**Run 1: nets reached from selected ports**

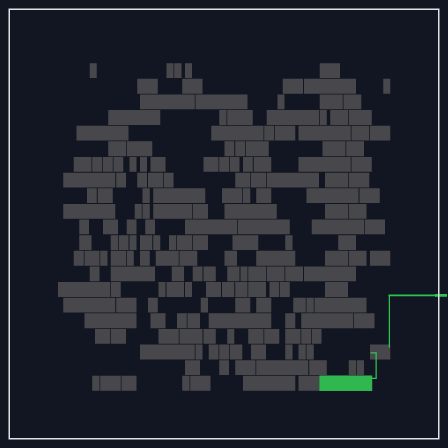
**Run 1: cell placement**

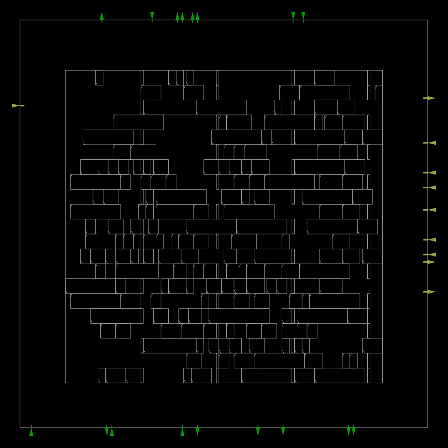
**Run 1: M2 wires**

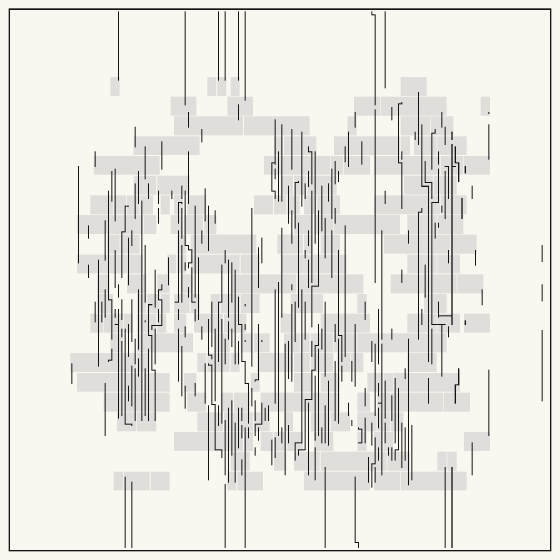
## config.mk

```make
export PLATFORM = sky130hd
export DESIGN_NAME = amp_spi_param
export DESIGN_NICKNAME = d
export VERILOG_FILES = /design/src/rtl/amp_spi_param.sv
export SDC_FILE = /design/constraint.sdc
export NUM_CORES = 1
export LEC_CHECK = 0
export ABC_CLOCK_PERIOD_IN_PS = 4100
export CAP_MARGIN = 20
export CORE_MARGIN = 8
export CORE_UTILIZATION = 50
export CTS_BUF_LIST = sky130_fd_sc_hd__clkbuf_4 sky130_fd_sc_hd__clkbuf_8
export DETAILED_ROUTE_END_ITERATION = 7
export PLACE_DENSITY_LB_ADDON = 0.2
export SETUP_SLACK_MARGIN = 0.3
export SLEW_MARGIN = 20
export SYNTH_ARGS = -nofsm -noshare
export SYNTH_HDL_FRONTEND = slang
export SYNTH_SLANG_ARGS = --single-unit
```

## constraint.sdc

```tcl
create_clock -name clk -period 4.1 [get_ports clk]
set_input_delay 0.82 -clock clk [delete_from_list [all_inputs] [get_ports clk]]
set_output_delay 0.82 -clock clk [all_outputs]
set_load 0.05 [all_outputs]
```

## src/rtl/amp_spi_param.sv

```systemverilog
// amp_spi_param -- parametrised SPI programmer for the programmable pre-amplifier.
//
// Shifts a WIDTH-bit gain word out MSB-first on SPI_MOSI_AMP. The SPI clock
// half-period is CLK_DIV system clocks. The block also drives the amplifier
// chip-select and shutdown pins.
//
// Optional feature macro: AMP_SPI_READBACK_EN
//   defined   : the word echoed on SPI_MISO_AMP is captured and presented on
//               RD_WORD at the end of each frame.
//   undefined : SPI_MISO_AMP is ignored, RD_WORD is tied to 0, and no
//               capture register is built.
//
// Parameters
//   WIDTH   (2..32)  frame length in bits
//   CLK_DIV (1..255) SPI clock half-period in clk cycles
//
// Ports
//   clk           system clock (rising edge)
//   reset         asynchronous reset, active low
//   GO_AMP        start request, accepted while BUSY_AMP=0
//   GAIN_WORD     word to transmit, latched on the accepting edge
//   SHDN_REQ      requested amplifier shutdown level
//   SPI_MISO_AMP  serial data from the amplifier
//   BUSY_AMP      frame in progress
//   DONE_AMP      one-cycle pulse at end of frame
//   SPI_CLK_AMP   SPI clock, idles low
//   SPI_MOSI_AMP  serial data to the amplifier
//   AMP_CS        chip select, active low
//   AMP_SHDN      registered copy of SHDN_REQ (1 while in reset)
//   RD_WORD       word captured from MISO during the last frame
module amp_spi_param #(
    parameter int WIDTH   = 8,
    parameter int CLK_DIV = 4
) (
    input  logic             clk,
    input  logic             reset,
    input  logic             GO_AMP,
    input  logic [WIDTH-1:0] GAIN_WORD,
    input  logic             SHDN_REQ,
    input  logic             SPI_MISO_AMP,
    output logic             BUSY_AMP,
    output logic             DONE_AMP,
    output logic             SPI_CLK_AMP,
    output logic             SPI_MOSI_AMP,
    output logic             AMP_CS,
    output logic             AMP_SHDN,
    output logic [WIDTH-1:0] RD_WORD
);

    localparam int         CNT_W    = $clog2(WIDTH + 1);
    localparam logic [7:0] DIV_LOAD = 8'(CLK_DIV - 1);
    localparam logic [CNT_W-1:0] LAST_BIT = CNT_W'(WIDTH - 1);

    typedef enum logic [2:0] {
        S_IDLE, S_SETUP, S_SHIFT_HI, S_SHIFT_LO, S_HOLD, S_END
    } state_e;

    state_e           state_q;
    logic [7:0]       div_q;
    logic [CNT_W-1:0] bit_q;
    logic [WIDTH-1:0] sreg_q;
    logic             cs_q, sclk_q, busy_q, done_q, shdn_q;

    // A phase ends when the down-counter reaches zero.
    logic div_zero;
    assign div_zero = (div_q == 8'd0);

    // MOSI is taken directly from the MSB of the shift register. The register
    // is cleared outside a frame, so MOSI idles low with no extra flop.
    assign SPI_MOSI_AMP = sreg_q[WIDTH-1];
    assign AMP_CS       = cs_q;
    assign SPI_CLK_AMP  = sclk_q;
    assign BUSY_AMP     = busy_q;
    assign DONE_AMP     = done_q;
    assign AMP_SHDN     = shdn_q;

    always_ff @(posedge clk or negedge reset) begin
        if (!reset) begin
            state_q <= S_IDLE;
            div_q   <= 8'd0;
            bit_q   <= '0;
            sreg_q  <= '0;
            cs_q    <= 1'b1;
            sclk_q  <= 1'b0;
            busy_q  <= 1'b0;
            done_q  <= 1'b0;
            shdn_q  <= 1'b1;
        end else begin
            shdn_q <= SHDN_REQ;
            done_q <= 1'b0;
            case (state_q)
                // END behaves like IDLE for acceptance, which allows back-to-back frames.
                S_IDLE, S_END: begin
                    sclk_q <= 1'b0;
                    if (GO_AMP) begin
                        state_q <= S_SETUP;
                        sreg_q  <= GAIN_WORD;
                        cs_q    <= 1'b0;
                        busy_q  <= 1'b1;
                        div_q   <= DIV_LOAD;
                        bit_q   <= '0;
                    end else begin
                        state_q <= S_IDLE;
                        sreg_q  <= '0;
                        cs_q    <= 1'b1;
                        busy_q  <= 1'b0;
                    end
                end
                S_SETUP: begin
                    if (div_zero) begin
                        state_q <= S_SHIFT_HI;
                        sclk_q  <= 1'b1;
                        div_q   <= DIV_LOAD;
                    end else begin
                        div_q <= div_q - 8'd1;
                    end
                end
                S_SHIFT_HI: begin
                    if (div_zero) begin
                        sclk_q <= 1'b0;
                        div_q  <= DIV_LOAD;
                        if (bit_q == LAST_BIT) begin
                            // The low phase after the last bit is spent in HOLD.
                            state_q <= S_HOLD;
                        end else begin
                            state_q <= S_SHIFT_LO;
                            sreg_q  <= sreg_q << 1;
                            bit_q   <= bit_q + CNT_W'(1);
                        end
                    end else begin
                        div_q <= div_q - 8'd1;
                    end
                end
                S_SHIFT_LO: begin
                    if (div_zero) begin
                        state_q <= S_SHIFT_HI;
                        sclk_q  <= 1'b1;
                        div_q   <= DIV_LOAD;
                    end else begin
                        div_q <= div_q - 8'd1;
                    end
                end
                S_HOLD: begin
                    if (div_zero) begin
                        state_q <= S_END;
                        cs_q    <= 1'b1;
                        busy_q  <= 1'b0;
                        done_q  <= 1'b1;
                        sreg_q  <= '0;
                    end else begin
                        div_q <= div_q - 8'd1;
                    end
                end
                default: begin
                    state_q <= S_IDLE;
                end
            endcase
        end
    end

`ifdef AMP_SPI_READBACK_EN
    logic [WIDTH-1:0] cap_q;
    logic [WIDTH-1:0] rd_q;

    // MISO is sampled on the clk edge that raises SPI_CLK_AMP. That is the
    // same condition that moves SETUP or SHIFT_LO into SHIFT_HI.
    always_ff @(posedge clk or negedge reset) begin
        if (!reset) begin
            cap_q <= '0;
            rd_q  <= '0;
        end else begin
            if ((state_q == S_SETUP || state_q == S_SHIFT_LO) && div_zero)
                cap_q <= {cap_q[WIDTH-2:0], SPI_MISO_AMP};
            if (state_q == S_HOLD && div_zero)
                rd_q <= cap_q;
        end
    end
    assign RD_WORD = rd_q;
`else
    logic unused_miso;
    assign unused_miso = SPI_MISO_AMP;
    assign RD_WORD     = '0;
`endif

endmodule

```

==> impl_metrics.toml, run 1 <==
# synthesis and place-and-route metrics
[status]
outcome = "finished, final reports clean"

[final_timing]
hold_slack_ns = 0.511
fmax_mhz = 394
tightestPinTransition_ns = 0.756
post-route-min-period_ns = 2.54
rsz0062_at_grt = "false"
final_hold_viol_count = 0
fin_skew_ns = 0.00356
setup_tns_ns = 0
finalCritPeriodShare_pct = 61.8
report.final.slew_viol_count = 0
setup_slack_ns = 1.56
slew_headroom_pct = 49.6
setup_viol = 0

[floorplan]
fp_util_pct = 51.6
ios = 27
chipWidth_um = 74.5
die_area_mm2 = 0.00555
coreArea_mm2 = 0.00331
die_h_um = 74.5

[routing]
first_pass_iters = 5
drc_errors = 0
wl_per_cell_um = 14.4
wirelength_um = 3340
drtAntennaViolNets = 0
vias = 1332
viasPerCell = 5.74
drt_iter0_drc = 92

[min_path]
min_delay_path_depth = 1
hold_start = "sreg_q[6]"
min_path_type = "flip-flop to flip-flop"
hold_path_end = "sreg_q[6]"

[global_routing]
grt_pass1_vias = 1262
grt.overflow.total = 0
grt_antenna_before_repair = 0
grtUsageTotal_pct = 12.6
grt_start_max_net_pins = 29
grt_pass1_wl_um = 5520

[clock_tree]
cts_root_buf = "clkbuf_4"
clkLatencyLatePin_ns = 0.33
cts_made_buffers = 3
cts.clk_slew.worst_paths_ns = 0.15
cts_tree = "yes"
cts_sinks = 28
ctsHoldBuffers = 0
cts_resized = 0
clk_path_buf_depth = 2
cts_setup_buffers = 0
cts_max_level = 1

[synth]
ys_seq_share_pct = 41.1
flop_cell = "dfrtp_1"
synth_cells = 174
top_area_cell = "dfrtp_1"
edf_count = 0
ys.warnings.count = 0
ys_async_sr_fraction_pct = 100
yosysUniqueCellTypes = 50
ys_cells = 174
synth_area_mm2 = 0.00171
top_cell_area_share_pct = 38.1
ys_area_mm2 = 0.00171
ys_ff = 28
synth.avg_cell_area_um2 = 9.82
top_cells_by_area = "dfrtp_1 (38%), mux2_1 (4.6%), buf_4 (4.0%), a22o_1 (3.6%), dfstp_2 (3.1%)"

[place]
gp_congestion = 0.794
io_buffer_count = 17
dpl.hpwl_um = 2450
dp_slack_ns = 1.43

[critical_path]
cp.required_ns = 3.28
critPathBufInv = 1
end_kind = "output pin"
ff2ff_path_depth = 4
crit_type = "flip-flop to output pin"
crit_arrival_ns = 1.72
r2r_slack_ns = 1.98
cpPeakStageDelay_ns = 0.81
critPathSlowestCell = "clkdlybuf4s50_1"
crit_chain = "clkdlybuf4s50_1"
rr_endpoint = "bit_q[3]"
critical_path.top_delay_family = "buffers and inverters"
start_kind = "flip-flop"
cp_max_fo = 4
r2r-start = "state_q[2]"

[cells_and_area]
nets = 202
syn2layout_area_growth_pct = 11.3
drive_above_1_share_pct = 9.14
most-common-layout-cells = "dfrtp_1 (26), clkdlybuf4s50_1 (17), nand2_1 (11), a21oi_1 (10), o21ai_0 (10)"
flop_area_um2 = 703
layout.cells.most_common = "dfrtp_1"
antenna_cells = 0
combGateArea_um2 = 886

[pwr]
p_leak_nw = 0.819
power_density_mw_per_mm2 = 625
pwr-share-comb_pct = 41.0
power_w = 0.00119
p_sw_share_pct = 40.2
p_sw_w = 0.000479
internal_power_w = 0.000711
power_frac_clock_pct = 15.3
vdd_drop_max_uv = 283
power_frac_seq_pct = 43.7

[flow_run]
drv_cap = 0
openroad.warnings = 27
Back to the opening pictures, 'nets reached from selected ports':
port	colour	direction	end cells	buffers	wire
DONE_AMP	green	output	1	1	23.3 um

Back to the opening pictures, 'cell placement':
num tapcells: 46
Row Count: 21
# fillers: 296
Seq area share: 36.9%

Back to the opening pictures, 'M2 wires':
main direction	vertical
wire length on this layer	1760 um

## run 1: power by group through the flow
stage | sequential (W) | clock (W) | combinational [W]
after global routing | 0.000536 | 0.000197 | 0.000546
after CTS | 0.000518 | 0.000186 | 0.000495
after floorplan | 0.000527 | 0 | 0.000379
after global placement | 0.000516 | 0 | 0.000473
after detailed placement | 0.000525 | 0 | 0.000493
final | 0.000520 | 0.000182 | 0.000488
## run 1: area by class of cell
class / instances / share of cell area, %
Multi-Input combinational cell: 129 / 46.5
Clock buffer: 3 / 1.18
Tap cell: 46 / 3.02
Timing Repair Buffer: 18 / 9.34
Inverter: 7 / 1.38
Clock inverter: 1 / 1.58
Sequential cell: 28 / 36.9
## run 1: registers in the layout (all words and copies together) (netlist names)
signal and cells:
state_q 3, SPI_CLK_AMP 1, BUSY_AMP 1, bit_q 4, DONE_AMP 1, AMP_CS 1
div_q 8, AMP_SHDN 1, sreg_q 8
## run 1: through the flow
stage          std cells  utilization (%)  instance area [um^2]
6_report             232             57.5                  1900
5_1_grt              232             57.5                  1900
4_1_cts              232             57.5                  1900
3_5_place_dp         228             55.9                  1850
3_3_place_gp         228             55.9                  1850
2_1_floorplan        181                -                  1740
## run 1: kinds of logic after synthesis
group | count (synthesis) | synth area share (%)
buffers and inverters | 24 | 8.57
other | 1 | 0.219
and+or+nand+nor | 61 | 23.0
DFF | 28 | 41.1
adders and majority gates | 2 | 1.46
xor gates and xnor gates | 2 | 1.03
muxes | 9 | 5.78
AOI/OAI and AO/OA | 47 | 18.8
## run 1: how the worst max path moves through the flow
| stage | startpoint | depth (start not counted) | end |
|---|---|---|---|
| 3_3_place_gp | GO_AMP | 5 | div_q[1] |
| 3_5_place_dp | GO_AMP | 5 | div_q[1] |
| 6_report | AMP_CS | 1 | AMP_CS |
| 5_1_grt | AMP_CS | 1 | AMP_CS |
| 2_1_floorplan | GO_AMP | 4 | div_q[1] |
| 4_1_cts | AMP_CS | 1 | AMP_CS |
## run 1: worst reg2reg max path, stage by stage (launching register included)
cell     delay [ns]
dfrtp_1        0.69
nor3b_4        0.51
nand4_2        0.26
or4b_1         0.54
nand2_1        0.08
## run 1: routing by layer
layer  up-vias  part of all wire (%)  global-route usage, %
met5         -                     0                      0
met2        16                    53                   23.5
met3         2                   3.6                   2.29
met1       661                    43                   13.5
met4         0                  0.75                   5.22
li1        653                     -                      -
## run 1: Yosys cell counts (2+ instances only)
cell type  number
o211ai_1        2
nand3_1         6
or4_1           6
a31oi_1         3
o21ai_0        10
mux2_1          7
buf_4           9
ha_1            2
clkbuf_1        2
nor2_1          9
nor3b_4         2
buf_6           2
nand2b_1        3
o31ai_1         4
nor2b_1         2
inv_1           7
or3b_1          2
dfrtp_1        26
a21oi_1        10
nand3b_1        4
dfstp_2         2
mux2i_1         2
xor2_1          2
nor3_1          6
nand2_1        11
buf_2           2
a221oi_1        2
a22o_1          7
**Run 1: signal wires on met3**

Bar = 20 um.
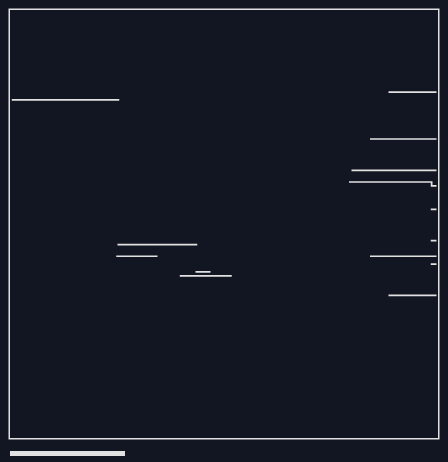

==> run 2, diff against run 1 <==
--- a/config.mk
+++ b/config.mk
@@ -5,7 +5,7 @@
 export SDC_FILE = /design/constraint.sdc
 export NUM_CORES = 1
 export LEC_CHECK = 0
-export ABC_CLOCK_PERIOD_IN_PS = 4100
+export ABC_CLOCK_PERIOD_IN_PS = 2300
 export CAP_MARGIN = 20
 export CORE_MARGIN = 8
 export CORE_UTILIZATION = 50
==> constraint.sdc (replaced) <==
create_clock -name clk -period 2.3 [get_ports clk]
set_input_delay 0.46 -clock clk [delete_from_list [all_inputs] [get_ports clk]]
set_output_delay 0.46 -clock clk [all_outputs]
set_load 0.05 [all_outputs]
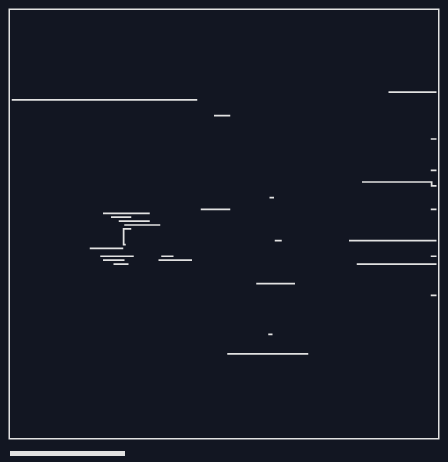
**Above:** run 2 (signal wires on met3).
Bar = 20 um.
wire length on this layer	165 um
nets with wire on the layer	23

==> run 2 against run 1 <==
First-iteration DRC count up 5.4%. Clock-buffer cell count up 1. Worst setup slack worse by 1.2 ns. Global-route usage up 0.57 points. Total power up 84%. Critical path depth up 6. Clock power up 36%. Synthesized area unchanged. Synthesized cell count unchanged. Die size unchanged. Critical endpoint is now div_q[6]. Largest power group is now combinational cells.
==> impl_metrics.toml, run 2 <==
# synthesis and place-and-route metrics
[status]
outcome = "finished, final reports clean"

[final_timing]
fmax_mhz = 509
tightestPinTransition_ns = 0.592
post-route-min-period_ns = 1.96
setup_tns_ns = 0
finalCritPeriodShare_pct = 85.4
hold_slack_ns = 0.469
final_hold_viol_count = 0
slew_headroom_pct = 60.3

[pwr]
vdd_drop_max_uv = 556
power_density_mw_per_mm2 = 1070
p_leak_nw = 0.938

[synth]
synth.avg_cell_area_um2 = 9.82
yosysMostFrequentCell = "dfrtp_1"
top_cells_by_area = "dfrtp_1 (38%), mux2_1 (4.6%), buf_4 (4.0%), a22o_1 (3.6%), dfstp_2 (3.1%)"
synth_area_mm2 = 0.00171
ys_async_sr_fraction_pct = 100
yosysUniqueCellTypes = 50
ys_cells = 174
top_area_cell = "dfrtp_1"
synth_cells = 174
ys.warnings.count = 0
top_cell_area_share_pct = 38.1
common_cells = "dfrtp_1 (26), nand2_1 (11), a21oi_1 (10), o21ai_0 (10)"

[routing]
wirelength_um = 3890
wl_per_cell_um = 15.8
viasPerCell = 5.85
drc_errors = 0
drtAntennaViolNets = 0
first_pass_iters = 4
vias = 1440
drt_iter0_drc = 97

[global_routing]
grt.overflow.total = 0
grt_pass1_vias = 1307
grtUsageTotal_pct = 13.2

[critical_path]
r2r-start = "div_q[0]"
cp_max_fo = 7
crit_type = "flip-flop to flip-flop"
cp-startpoint = "div_q[0]"
cp.required_ns = 2.57
end_kind = "flip-flop"
start_kind = "flip-flop"

[place]
dp.cells = 234
io_buffer_count = 17
gp_congestion = 0.795
dpl.hpwl_um = 2570
placed_area_mm2 = 0.00190

[clock_tree]
cts_tree = "yes"
cts_sinks = 28
cts_root_buf = "clkbuf_4"
ctsHoldBuffers = 0
cts.clk_slew.worst_paths_ns = 0.16
cts_made_buffers = 3
cts_max_level = 1
clk_path_buf_depth = 2

[floorplan]
die_area_mm2 = 0.00555
die_h_um = 74.5
chipWidth_um = 74.5
coreArea_mm2 = 0.00331
ios = 27

[cells_and_area]
final_area_mm2 = 0.00205
layout.cells.most_common = "dfrtp_1"
stdcell_count = 246
most-common-layout-cells = "dfrtp_1 (23), buf_4 (13), nand2_1 (11), clkdlybuf4s50_1 (11)"
nets = 216
antenna_cells = 0
largestRegisters = "div_q: 8 flops, sreg_q: 8 flops, bit_q: 4 flops"

[flow_run]
openroad.warnings = 28

[min_path]
min_path_type = "input pin to asynchronous set/reset pin"
## run 2: cells by family (layout without fill, tap and decap cells)
| kind of cell | after synthesis | count (layout) | synth area share [%] |
|---|---|---|---|
| other cells | 1 | 8 | 0.219 |
| fa+ha+maj | 2 | 2 | 1.46 |
| buf+inv | 24 | 42 | 8.57 |
| simple gates | 61 | 62 | 23.0 |
| xor+xnor | 2 | 2 | 1.03 |
| compound gates | 47 | 47 | 18.8 |
| flops | 28 | 28 | 41.1 |
| mux | 9 | 9 | 5.78 |
## run 2: per-stage QoR
| stage | setup WS, ns | util, % | power [W] |
|---|---|---|---|
| 2_1_floorplan | 0.500 | - | 0.00162 |
| 3_5_place_dp | 0.121 | 57.3 | 0.00186 |
| 4_1_cts | 0.316 | 58.7 | 0.00211 |
| 5_1_grt | 0.289 | 61.8 | 0.00234 |
| 3_3_place_gp | 0.142 | 57.3 | 0.00181 |
| 6_report | 0.336 | 61.8 | 0.00218 |
## run 2: layout make-up
cell class	count	area [um^2]
Clock buffer	4	36.3
Timing Repair Buffer	31	288
Multi-Input combinational cell	130	931
Inverter	7	26.3
Tap cell	46	57.6
Sequential cell	28	707
Fill cell	300	1260
## run 2: worst paths after layout
check / to / slack, ns / cells past startpoint
max: div_q[6] / 0.34 / 7
min: div_q[7] / 0.47 / 2
max reg2reg: div_q[6] / 0.34 / 7
min reg2reg: sreg_q[1] / 0.51 / 1
max in group asynchronous: AMP_SHDN / 1.50 / 2
min in group clk: AMP_SHDN / 0.51 / 1
## run 2: power by group
group	switching (W)	total, W	internal, W
Clock	0.000151	0.000248	0.0000971
Sequential	0.000226	0.000922	0.000696
Combinational	0.000557	0.00101	0.000455
Total	0.000935	0.00218	0.00125
## run 2: worst max-delay path, stage by stage, from the launching register on
cell and delay (ns):
dfrtp_1 0.43, inv_2 0.06, ha_4 0.16, nor3b_4 0.18
and3_4 0.23, buf_12 0.13, or4_1 0.52, a21oi_1 0.18
## run 2: routing by layer
layer / routed length (um) / vias to the layer above / part of all wire [%] / global-route usage (%)
li1: - / 681 / - / -
met1: 1620 / 711 / 42 / 15.1
met2: 2060 / 42 / 53 / 23.8
met3: 164 / 6 / 4.2 / 2.29
met4: 47 / 0 / 1.2 / 4.57
met5: 0 / - / 0 / 0
## run 2: timing repair
action / CTS / global route
cloned: 0 / 1
endpoints found under the setup margin: 12 / 20
gates resized: 6 / 12
pin swaps: 0 / 4
setup buffers: 1 / 6
Power is estimated from default activity; no workload was simulated.
